==> config.mk <==
export PLATFORM = sky130hd
export DESIGN_NAME = mlblock_seq
export DESIGN_NICKNAME = d
export VERILOG_FILES = /design/src/rtl/mlblock_seq.sv
export SDC_FILE = /design/constraint.sdc
export NUM_CORES = 1
export LEC_CHECK = 0
export ABC_AREA = 1
export CORE_ASPECT_RATIO = 0.6
export CORE_MARGIN = 4
export CORE_UTILIZATION = 35
export DETAILED_ROUTE_END_ITERATION = 16
export MAX_ROUTING_LAYER = met4
export PLACE_DENSITY = 0.64
export SKIP_CTS_REPAIR_TIMING = 1
export SYNTH_ARGS = -nofsm -noshare
export SYNTH_HDL_FRONTEND = slang
export SYNTH_SLANG_ARGS = --single-unit
==> constraint.sdc <==
create_clock -name clk -period 1.8 [get_ports clk]
set_clock_uncertainty 0.1 [all_clocks]
set_input_delay 0.27 -clock clk [delete_from_list [all_inputs] [get_ports clk]]
set_output_delay 0.27 -clock clk [all_outputs]
set_load 0.03 [all_outputs]
==> src/rtl/mlblock_seq.sv <==
// Sequencer for a MAC block: shifts in a config word, then runs weight-load,
// accumulate and pipeline-drain phases, reporting completion with a done pulse.
module mlblock_seq #(
  parameter int unsigned CONF_LEN  = 8,
  parameter int unsigned CNT_W     = 8,
  parameter int unsigned CFG_SEL_W = 2,
  parameter int unsigned PIPE_LAT  = 2
) (
  input  logic                 clk,
  input  logic                 reset,
  input  logic                 start,
  input  logic                 abort,
  input  logic [CONF_LEN-1:0]  cfg_word,
  input  logic [CFG_SEL_W-1:0] cfg_sel,
  input  logic [CNT_W-1:0]     w_len,
  input  logic [CNT_W-1:0]     acc_len,
  output logic [CFG_SEL_W-1:0] configg,
  output logic                 config_en,
  output logic                 config_in,
  output logic                 W_en,
  output logic                 I_en,
  output logic                 Res_en,
  output logic                 Res_cas_in_zero,
  output logic                 busy,
  output logic                 done,
  output logic                 res_valid
);

  localparam int unsigned CONF_CW = $clog2(CONF_LEN + 1);
  localparam int unsigned PIPE_CW = $clog2(PIPE_LAT + 1);
  localparam int unsigned CW0     = (CNT_W > CONF_CW) ? CNT_W : CONF_CW;
  localparam int unsigned CW      = (CW0 > PIPE_CW) ? CW0 : PIPE_CW;

  typedef enum logic [2:0] {
    S_IDLE, S_CFG, S_WLOAD, S_ACC, S_DRAIN, S_DONE
  } state_e;

  state_e                state_q, state_d;
  logic [CW-1:0]         cnt_q, cnt_d;
  logic [CONF_LEN-1:0]   cfg_q, cfg_d;
  logic [CNT_W-1:0]      w_len_q, w_len_d;
  logic [CNT_W-1:0]      acc_len_q, acc_len_d;
  logic [CFG_SEL_W-1:0]  configg_q, configg_d;
  logic config_en_q, config_en_d;
  logic config_in_q, config_in_d;
  logic w_en_q, w_en_d;
  logic i_en_q, i_en_d;
  logic res_en_q, res_en_d;
  logic cas_q, cas_d;
  logic busy_q, busy_d;
  logic done_q, done_d;
  logic res_valid_q, res_valid_d;

  // Outputs are registered from the decode of the current state, so each
  // phase shows up on the pins one cycle after the state is entered.
  always_comb begin
    state_d     = state_q;
    cnt_d       = cnt_q;
    cfg_d       = cfg_q;
    w_len_d     = w_len_q;
    acc_len_d   = acc_len_q;
    configg_d   = configg_q;
    config_en_d = 1'b0;
    config_in_d = 1'b0;
    w_en_d      = 1'b0;
    i_en_d      = 1'b0;
    res_en_d    = 1'b0;
    cas_d       = 1'b0;
    done_d      = 1'b0;
    res_valid_d = 1'b0;

    case (state_q)
      S_IDLE: begin
        if (start && !abort) begin
          cfg_d     = cfg_word;
          w_len_d   = w_len;
          acc_len_d = acc_len;
          configg_d = cfg_sel;
          cnt_d     = CW'(CONF_LEN);
          state_d   = S_CFG;
        end
      end
      S_CFG: begin
        config_en_d = 1'b1;
        config_in_d = cfg_q[CONF_LEN-1];
        cfg_d       = cfg_q << 1;
        if (cnt_q == CW'(1)) begin
          if (w_len_q != '0) begin
            state_d = S_WLOAD;
            cnt_d   = CW'(w_len_q);
          end else if (acc_len_q != '0) begin
            state_d = S_ACC;
            cnt_d   = CW'(acc_len_q);
          end else begin
            state_d = S_DONE;
          end
        end else begin
          cnt_d = cnt_q - CW'(1);
        end
      end
      S_WLOAD: begin
        w_en_d = 1'b1;
        if (cnt_q == CW'(1)) begin
          if (acc_len_q != '0) begin
            state_d = S_ACC;
            cnt_d   = CW'(acc_len_q);
          end else begin
            state_d = S_DONE;
          end
        end else begin
          cnt_d = cnt_q - CW'(1);
        end
      end
      S_ACC: begin
        i_en_d   = 1'b1;
        res_en_d = 1'b1;
        cas_d    = (cnt_q == CW'(acc_len_q));
        if (cnt_q == CW'(1)) begin
          if (PIPE_LAT != 0) begin
            state_d = S_DRAIN;
            cnt_d   = CW'(PIPE_LAT);
          end else begin
            state_d = S_DONE;
          end
        end else begin
          cnt_d = cnt_q - CW'(1);
        end
      end
      S_DRAIN: begin
        if (cnt_q == CW'(1)) begin
          state_d = S_DONE;
        end else begin
          cnt_d = cnt_q - CW'(1);
        end
      end
      S_DONE: begin
        done_d      = 1'b1;
        res_valid_d = (acc_len_q != '0);
        state_d     = S_IDLE;
      end
      default: state_d = S_IDLE;
    endcase

    if (abort && state_q != S_IDLE) begin
      state_d = S_IDLE;
    end

    busy_d = (state_q != S_IDLE) || (state_d != S_IDLE);

    // Cancel squashes every status and enable bit on the following cycle.
    if (abort) begin
      config_en_d = 1'b0;
      config_in_d = 1'b0;
      w_en_d      = 1'b0;
      i_en_d      = 1'b0;
      res_en_d    = 1'b0;
      cas_d       = 1'b0;
      busy_d      = 1'b0;
      done_d      = 1'b0;
      res_valid_d = 1'b0;
    end
  end

  always_ff @(posedge clk or negedge reset) begin
    if (!reset) begin
      state_q     <= S_IDLE;
      cnt_q       <= '0;
      cfg_q       <= '0;
      w_len_q     <= '0;
      acc_len_q   <= '0;
      configg_q   <= '0;
      config_en_q <= 1'b0;
      config_in_q <= 1'b0;
      w_en_q      <= 1'b0;
      i_en_q      <= 1'b0;
      res_en_q    <= 1'b0;
      cas_q       <= 1'b0;
      busy_q      <= 1'b0;
      done_q      <= 1'b0;
      res_valid_q <= 1'b0;
    end else begin
      state_q     <= state_d;
      cnt_q       <= cnt_d;
      cfg_q       <= cfg_d;
      w_len_q     <= w_len_d;
      acc_len_q   <= acc_len_d;
      configg_q   <= configg_d;
      config_en_q <= config_en_d;
      config_in_q <= config_in_d;
      w_en_q      <= w_en_d;
      i_en_q      <= i_en_d;
      res_en_q    <= res_en_d;
      cas_q       <= cas_d;
      busy_q      <= busy_d;
      done_q      <= done_d;
      res_valid_q <= res_valid_d;
    end
  end

  assign configg         = configg_q;
  assign config_en       = config_en_q;
  assign config_in       = config_in_q;
  assign W_en            = w_en_q;
  assign I_en            = i_en_q;
  assign Res_en          = res_en_q;
  assign Res_cas_in_zero = cas_q;
  assign busy            = busy_q;
  assign done            = done_q;
  assign res_valid       = res_valid_q;

endmodule

run_1/clock_nets.png
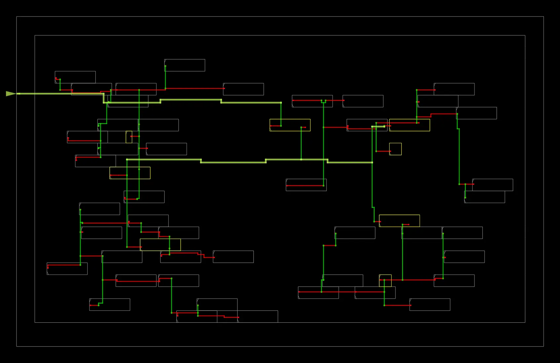
P_clk: 906 uW
Clk Latency, worst-skew pair: 0.29 ns
flip-flops: 45
Inserted Clock Buffers: 5
Clock buffer cells: 6

run_1/layers.png
The bar under the picture is 20 um long. Only two layers are drawn.
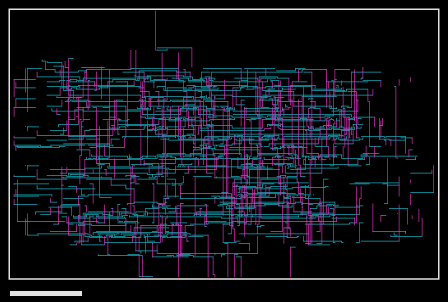
Key: cyan = M1 [wire length 3780 um]; magenta = M2 [wire length 2410 um]

run_1/class_map.png
Fill, decap, tap and diode cells in grey.
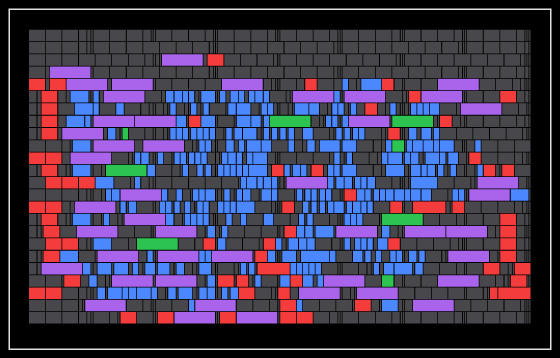
Key: purple = sequential cells [cells 45]; green = clock drivers and dummy loads [cells 8]; red = remaining buffers and delay cells [cells 68]; blue = remaining logic cells [cells 284]
core occupancy in the finished layout: 0.482
flop share of the area: 0.322

==> summary.txt, run 1 <==
Latest figures from synthesis and place and route.

The layout stage reports a final design area of 3500 um2. The number of buffers inserted by port buffering is 40. The maximum VDD drop is 500 uV. The worst endpoint required time is 1.43 ns. The number of hold-slack violations in the final timing report is 0. Pins over their slew limit in the final report were tallied at 0. The worst hold path terminates at configg[0]. The registers of the reported paths see a clock transition of 0.06 ns. The worst setup path is captured at an output pin. The worst-case register-to-register setup slack is 0.14 ns.

Entering global routing, the biggest net connects 46 pins. The switching portion of total power comes to 0.379. The critical path goes through clkdlybuf4s50_1. The number of different library cells used by synthesis comes to 34.

The count of flip-flops with a built-in enable after synthesis is 0. Setup repair after global routing left no endpoint under its margin. Counting only logic cells after layout, the most numerous master is sky130_fd_sc_hd__nand2_1. The total of max-cap violations is 0. The source of the worst register-to-register timing path is cnt_q[1]. Ranking logic cells in the layout by count gives the top entries sky130_fd_sc_hd__nand2_1, sky130_fd_sc_hd__dfrtp_1, sky130_fd_sc_hd__inv_1, sky130_fd_sc_hd__clkdlybuf4s50_1, sky130_fd_sc_hd__nor2_1.

The post-layout minimum cycle time is 1.69 ns. By area the synthesized netlist is led by sky130_fd_sc_hd__dfrtp_1, sky130_fd_sc_hd__nand2_1, sky130_fd_sc_hd__inv_1, sky130_fd_sc_hd__nor2_1, sky130_fd_sc_hd__nand3_1. The count of routing violations after the opening detailed-route iteration is 214. The clock root buffer master is sky130_fd_sc_hd__clkbuf_16. The internal portion of total power is 2540 uW. The number of nets in the final layout is 436. The startpoint of the worst hold path is configg[0]. The total wire length after detailed routing is 6610 um. The sequential group share of total power is 0.361. The via count of the first global-routing pass was 2219. The cell count in the Yosys report is 338.

The post-synth area from yosys stat is 2620 um2. The clock tree from TritonCTS is built. The total number of vias is 2339. The floorplan-stage core utilization is 0.360. On the final layout, the worst hold slack is 0.393 ns. The worst setup path is of the flop to output pin kind.

On the critical path, the stage with the largest delay is an instance of sky130_fd_sc_hd__clkdlybuf4s50_1. The top-level port count is 41. The count of antenna diodes in the layout is 0. The clock share of power is 0.222.

Total power normalized to cell area comes to 1160 nW/um2. The data arrival time reported for the critical path is 1.32 ns. At the pin with the least slew margin, the transition time is 0.339 ns. The number of cells on the worst hold path is listed as 1. The reg-to-reg endpoint is cnt_q[3]. The net switching power is 1540 uW. Row generation in the floorplan step produced 24 rows. The worst-case max-slew headroom was logged as 0.773. The overall power of the completed layout is 4080 uW.

Per the timing report, the achievable frequency comes out to 0.592 GHz. The total overflow reported by the global router is 0. The number of nets with antenna violations after routing is 0. Counting flops with an async set or reset pin after synthesis yields a share of 1.00.

The power report attributes to the combinational group a share of 0.417. The worst setup path is launched from a flop. The placement stage leaves a total instance area of 3320 um2.

After detailed routing, the number of vias per cell comes to 4.60. The area growth from synthesis to layout is 33.7%. The post-synth net total is 370. The number of buffer and inverter instances along the worst setup path is 1. In the final layout, the share of cells above drive strength 1 is 0.190. The clock passes through at most 2 buffers.

The initial antenna violation count is 0. Per the OpenROAD floorplan log, the height of the die is 75 um. The run finished with clean final reports. The area fraction of the largest cell type after synthesis is 0.430. The detail-routed net length per standard cell is 13.0 um. In this run the worst hold path is classified as flop to flop.

The cell type group with the largest total delay on the critical path is buffers and inverters. The core region is 7270 um2. The most used flip-flop cell after synthesis is sky130_fd_sc_hd__dfrtp_1. Max fanout on the critical path was recorded as 2.

For this run, the slowest stage of the critical path takes 0.67 ns. Counting every instance in the synthesized netlist gives 338. In the finished design, the share of the clock period the worst path needs comes to 0.938. The biggest area consumer among synthesized cells is sky130_fd_sc_hd__dfrtp_1.

The number of detailed-route iterations in the first pass is 4. The post-synthesis sequential area ratio is 0.430. The count of endpoints failing setup in the final report is 0.

The overall chip area is 8980 um2. The CTS log lists the clock sinks for this run as 45. The script extracted a total leakage power of 0.00170 uW. The routed layout reports a DRC error count of 0. In this run the mean area of a mapped cell was 7.75 um2. The global-route usage over all layers is 0.167. The weighted congestion reported at the end of routability-driven placement is 0.938. Note, the detailed placer reported a final HPWL of 5190 um. The tool warning count for the run is 27.

The CTS H-tree depth is 2. The horizontal die dimension reported for this design is 120 um. The post-synthesis register bit count is 45. Logic depth along the worst register-to-register path is recorded as 10. The number of warnings printed during yosys synthesis is 0. The synthesized netlist occupies a cell area of 2620 um2.

The final sum of negative setup slack is 0 ns. The wire length of the first global-routing pass is 11300 um.
-- run 1: through the flow --
step	worst slack, ns	utilization	std cells
after floorplan	0.144	-	338
after global routing	0.0152	0.482	509
final	0.111	0.482	509
after detailed placement	0.0344	0.456	500
after CTS	0.0964	0.476	508
after global placement	0.0740	0.456	500
-- run 1: worst max path at each step --
stage | from | end | slack (ns) | depth (start not counted)
4_1_cts | configg[0] | configg[0] | 0.1 | 1
5_1_grt | cnt_q[1] | cnt_q[6] | 0.02 | 10
3_3_place_gp | start | cfg_q[5] | 0.07 | 7
3_5_place_dp | start | cfg_q[2] | 0.03 | 7
2_1_floorplan | cnt_q[1] | cnt_q[3] | 0.14 | 9
6_report | configg[1] | configg[1] | 0.11 | 1
-- run 1: cells in the mapped netlist (all sizes together) (2+ instances only) --
library cell and number:
a21oi 21, buf 8, dfrtp 45, ha 2, inv 48, mux2 9, nand2 102, nand3 23
nand4 5, nor2 42, nor3 3, o211ai 2, o21ai 8, o221ai 5, xnor2 6, xor2 4
-- run 1: registers in the layout, indices dropped and copies added, names as in the netlist, 2 cells and up --
name       flops
cnt_q          8
state_q        3
acc_len_q      8
cfg_q          8
w_len_q        8
configg        2
-- run 1: cell type report --
type                    instances  area [um2]
multi-input cells             235        1270
repair buffers                 68         646
fillers                       726        3760
clock inverters                 2        15.0
clock buffers                   6         129
inverters                      49         186
well taps                     104         130
flip-flops and latches         45        1130
-- run 1: power groups by stage --
stage / sequential, uW / combinational, uW / clock (uW)
finish: 1470 / 1700 / 906
floorplan: 1500 / 1090 / 0
global placement: 1480 / 1660 / 0
CTS: 1470 / 1680 / 935
global route: 1510 / 1900 / 985
detailed placement: 1490 / 1670 / 0
-- run 1: kinds of logic (layout without fill, tap and decap cells) --
| logic type | count (synthesis) | after routing | share of synthesized area |
|---|---|---|---|
| flip-flops | 45 | 45 | 0.430 |
| XOR/XNOR | 10 | 10 | 0.0334 |
| AND-OR/OR-AND | 38 | 38 | 0.0870 |
| multiplexers | 9 | 9 | 0.0387 |
| buffers and inverters | 58 | 125 | 0.0970 |
| AND/OR/NAND/NOR | 176 | 176 | 0.304 |
| adder cells (fa/ha/maj) | 2 | 2 | 0.00955 |
-- run 1: metal layers --
layer | vias up | track usage | routed length, um
li1 | 1203 | - | -
met1 | 1071 | 0.266 | 3780
met2 | 65 | 0.205 | 2410
met3 | 0 | 0.0465 | 410
met4 | 0 | 0.0241 | 0
met5 | - | - | 0
run_1/clock_wires.png
The bar under the picture is 20 um long.
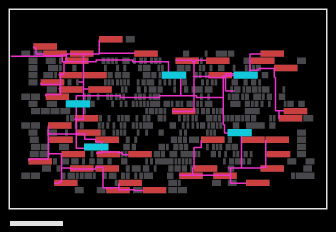

==> run 1 -> run 2 <==
--- a/config.mk
+++ b/config.mk
@@ -11,8 +11,9 @@
 export CORE_UTILIZATION = 35
 export DETAILED_ROUTE_END_ITERATION = 16
 export MAX_ROUTING_LAYER = met4
-export PLACE_DENSITY = 0.64
+export PLACE_DENSITY = 0.69
 export SKIP_CTS_REPAIR_TIMING = 1
+export SKIP_LAST_GASP = 1
 export SYNTH_ARGS = -nofsm -noshare
 export SYNTH_HDL_FRONTEND = slang
 export SYNTH_SLANG_ARGS = --single-unit
run_2/clock_wires.png
The bar under the picture is 20 um long.
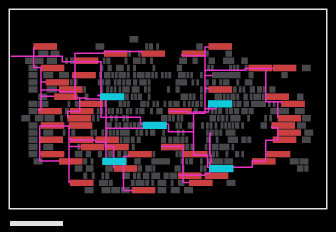
Key: cyan = clock-net drivers [count 5]; red = flip-flops [count 45]; magenta = clock wires [length 620 um]
There are 6 routed clock nets.
clock network fraction of total power: 0.244
P_clk: 1020 uW

run_2/clock_nets.png
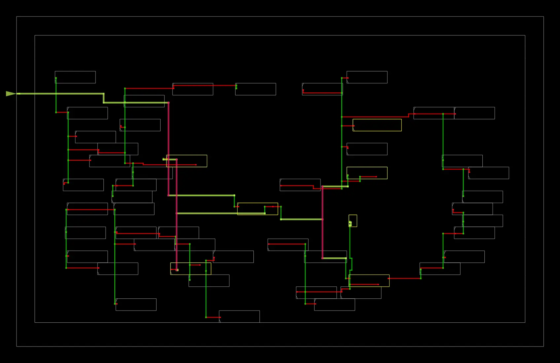
Clock buffer cells: 5
CTS Sinks: 45

==> run 2 against run 1 <==
Compared with the run above:
- the run now ends with negative hold slack left
- clock-buffer cell count is 1 lower
- synthesized cell count stayed put
- global-route usage fell by 0.21 points
- power grew 2.3%
- first-iteration DRC count is 10% lower
- hold slack got worse by 0.42 ns
==> summary.txt, run 2 <==
Latest figures from synthesis and place and route.

The number of warnings the tools reported is 27 (unchanged). The count of flip-flops with a built-in enable after synthesis is 0 (unchanged). The clock latency at the later pin of the worst-skew pair came to 0.29 ns (about the same). The weighted congestion reported at the end of routability-driven placement is 0.918 (-2.2%).

The via count of the first global-routing pass is 2260 (+1.8%). The floorplan-stage core utilization is 0.360 (unchanged). The post-synth area from yosys stat came to 2620 um2 (unchanged). The CTS H-tree depth was 2 (unchanged). The maximum net fanout on the critical path came to 6 (+4). sky130_fd_sc_hd__dfrtp_1 takes more of the synthesized area than any other cell. The number of warnings printed during yosys synthesis is 0 (unchanged).

The final reports fail on negative hold slack. The pin count of the biggest net entering global routing was 46 (unchanged). The post-layout minimum cycle time is 1.68 ns (-0.0113 ns).

The async set-or-reset flop fraction in the synthesized netlist came to 1.00 (unchanged). The minimum hold slack came to -0.0306 ns (-0.423 ns). The sum of net half-perimeters after detailed placement was 5160 um (-0.64%). The number of nets with antenna violations after routing is 0 (unchanged). The total wire length after detailed routing is 6570 um (-0.59%). The wire length of the first global-routing pass was 11200 um (-0.24%). The count of final max-slew check failures is 0 (unchanged). The proportion of netlist area held by the largest area contributor is 0.430 (unchanged). The critical path launch point type is a flop. The leakage power figure came to 0.00170 uW (about the same).

The post-synthesis register bit count is 45 (unchanged). The share of the clock period used by the worst path was 0.932 (-0.00630). The most common cell in the synthesized netlist is sky130_fd_sc_hd__nand2_1. The signal arrival time at the worst endpoint is 1.74 ns (+0.42 ns). The maximum VDD drop is 464 uV (-7.3%). The critical path is of the flop to flop type. The post-synthesis sequential area ratio is 0.430 (unchanged). The count of routing violations after the opening detailed-route iteration is 192 (-10%). The clock tree from TritonCTS is built.

The total of max-cap violations was 0 (unchanged). Compared with the post-synthesis result, the final layout area differs by 33.1%. The flow ran to the end, but the final reports show violations. The die extent in y was 75 um (unchanged). The per-cell via count in the routed design is 4.71 (+2.6%). The total clock buffers created by CTS is 5 (unchanged). The core area is 7270 um2 (unchanged). The post-synth net total is 370 (unchanged). The synthesis report names the predominant flop master as sky130_fd_sc_hd__dfrtp_1.

The kind of end point of the critical path is a flop. The number of inserted filler cells in the final layout is 739 (+1.8%). The power per unit of standard cell area is 1200 nW/um2 (+2.8%). The row count is 24 (unchanged). The path class of the tightest hold or removal check is input port to async pin. The CTS clock-pin slew for the worst setup and hold paths was 0.06 ns (about the same). The worst endpoint required time is 1.86 ns (+0.43 ns). The top-level port count was 41 (unchanged).

The number of nets in the final layout is 434 (-0.46%). The transition time at the pin with the least slew margin is 0.590 ns (+0.250 ns). The total number of vias came to 2385 (+2.0%).

The area of placed instances is 3300 um2 (-0.60%). The worst-case clock buffer depth came to 2 (unchanged). The final standard cell count with taps included and fillers excluded was 506 (-0.59%). The count of unique library cells instantiated by Yosys is 34 (unchanged). The total overflow reported by the global router is 0 (unchanged). The number of hold-slack violations in the final timing report was 45 (+45). The global-route usage over all layers is 0.165 (-0.00208).

The top achievable clock speed is 0.596 GHz (+0.68%). The initial antenna violation count is 0 (unchanged). Yosys reports that the most numerous cell types are sky130_fd_sc_hd__nand2_1, sky130_fd_sc_hd__dfrtp_1, sky130_fd_sc_hd__inv_1.

The number of buffers inserted by port buffering is 40 (unchanged). The count of endpoints failing setup in the final report is 0 (unchanged). The post-synthesis area per instance was 7.75 um2 (unchanged). The final design area excluding fillers was 3480 um2 (-0.50%). The number of detailed-route iterations in the first pass was 4 (unchanged). The number of remaining DRC errors came to 0 (unchanged). The detail-routed net length per standard cell was 13.0 um (about the same). The width of the die was 120 um (unchanged). The number of cells after detailed placement was 499 (-0.20%). The relative max-transition margin is 0.607 (-0.166). The overall chip area is 8980 um2 (unchanged).

The most common logic cells in the final layout are sky130_fd_sc_hd__nand2_1, sky130_fd_sc_hd__dfrtp_1, sky130_fd_sc_hd__inv_1, sky130_fd_sc_hd__clkdlybuf4s50_1, sky130_fd_sc_hd__nor2_1. The synthesized area was 2620 um2 (unchanged). The top cell type in the final layout, fill and taps aside, is sky130_fd_sc_hd__nand2_1. The cell count in the Yosys report is 338 (unchanged). CTS placed an instance of sky130_fd_sc_hd__clkbuf_16 at the clock tree root. The proportion of layout cells with a drive suffix above 1 was 0.187 (-0.00356).

The count of antenna diodes in the layout is 0 (unchanged). The post-synthesis instance total was 338 (unchanged). The main area contributors are sky130_fd_sc_hd__dfrtp_1, sky130_fd_sc_hd__nand2_1, sky130_fd_sc_hd__inv_1, sky130_fd_sc_hd__nor2_1, sky130_fd_sc_hd__nand3_1.
-- run 2: cell counts after synthesis --
Identical to the previous run, type by type.
-- run 2: kinds of logic (layout without fill, tap and decap cells) --
group	Yosys count	in the layout	share of synthesized area
buffers and inverters	58	122	0.0970
AND/OR/NAND/NOR	176	176	0.304
multiplexers	9	9	0.0387
XOR/XNOR	10	10	0.0334
flip-flops	45	45	0.430
AND-OR/OR-AND	38	38	0.0870
adder cells (fa/ha/maj)	2	2	0.00955
-- run 2: worst paths after layout --
check,depth (start not counted),from,to,slack [ns]
setup / recovery,9,cnt_q[4],state_q[0],0.12
hold / removal,2,reset,cnt_q[6],-0.03
setup reg to reg,9,cnt_q[4],state_q[0],0.12
hold reg to reg,1,configg[1],configg[1],0.40
max in group asynchronous,2,reset,state_q[2],1.20
min in group clk,1,configg[1],configg[1],0.40
-- run 2: area by class of cell --
cell class                 count  area, um2  share of cell area
clock buffer                   5        125              0.0359
inverter                      49        186              0.0535
clock inverter                 2       35.0              0.0101
sequential                    45       1130               0.324
tap                          104        130              0.0373
multi-input combinational    235       1260               0.363
timing repair buffer          66        616               0.177
-- run 2: layer usage --
metal	GRT usage	up-vias	wire length, um
met5	-	-	0
met4	0.0419	0	62
met3	0.0413	8	433
met2	0.214	75	2420
met1	0.251	1100	3650
li1	-	1202	-
-- run 2: report_power, final --
group          internal [uW]  total [uW]  switching [uW]
logic                    717        1690             970
registers               1290        1470             176
clock network            644        1020             376
-- run 2: stage by stage --
step | setup TNS, ns | total power (uW) | setup slack, ns | hold WS (ns) | utilization
after floorplan | 0 | 2600 | 0.144 | -0.126 | -
after global placement | 0 | 3120 | 0.0732 | 0.285 | 0.454
after detailed placement | 0 | 3160 | 0.0306 | 0.296 | 0.454
after CTS | 0 | 4190 | 0.0710 | -0.00653 | 0.476
after global routing | -0.0105 | 4470 | -0.00690 | 0.0202 | 0.480
final | 0 | 4170 | 0.122 | -0.0306 | 0.480
-- run 2: critical path, cell delays in order, from the launching register on --
cell and delay [ns]:
sky130_fd_sc_hd__dfrtp_1 0.39, sky130_fd_sc_hd__inv_2 0.13, sky130_fd_sc_hd__nand2_4 0.08, sky130_fd_sc_hd__nor2_2 0.15
sky130_fd_sc_hd__nand3_1 0.16, sky130_fd_sc_hd__buf_4 0.18, sky130_fd_sc_hd__nand2_1 0.08, sky130_fd_sc_hd__nand2_1 0.08
sky130_fd_sc_hd__a21oi_1 0.14, sky130_fd_sc_hd__nor2_1 0.06
Power figures rest on the tool's default switching activity, not on a simulated workload.
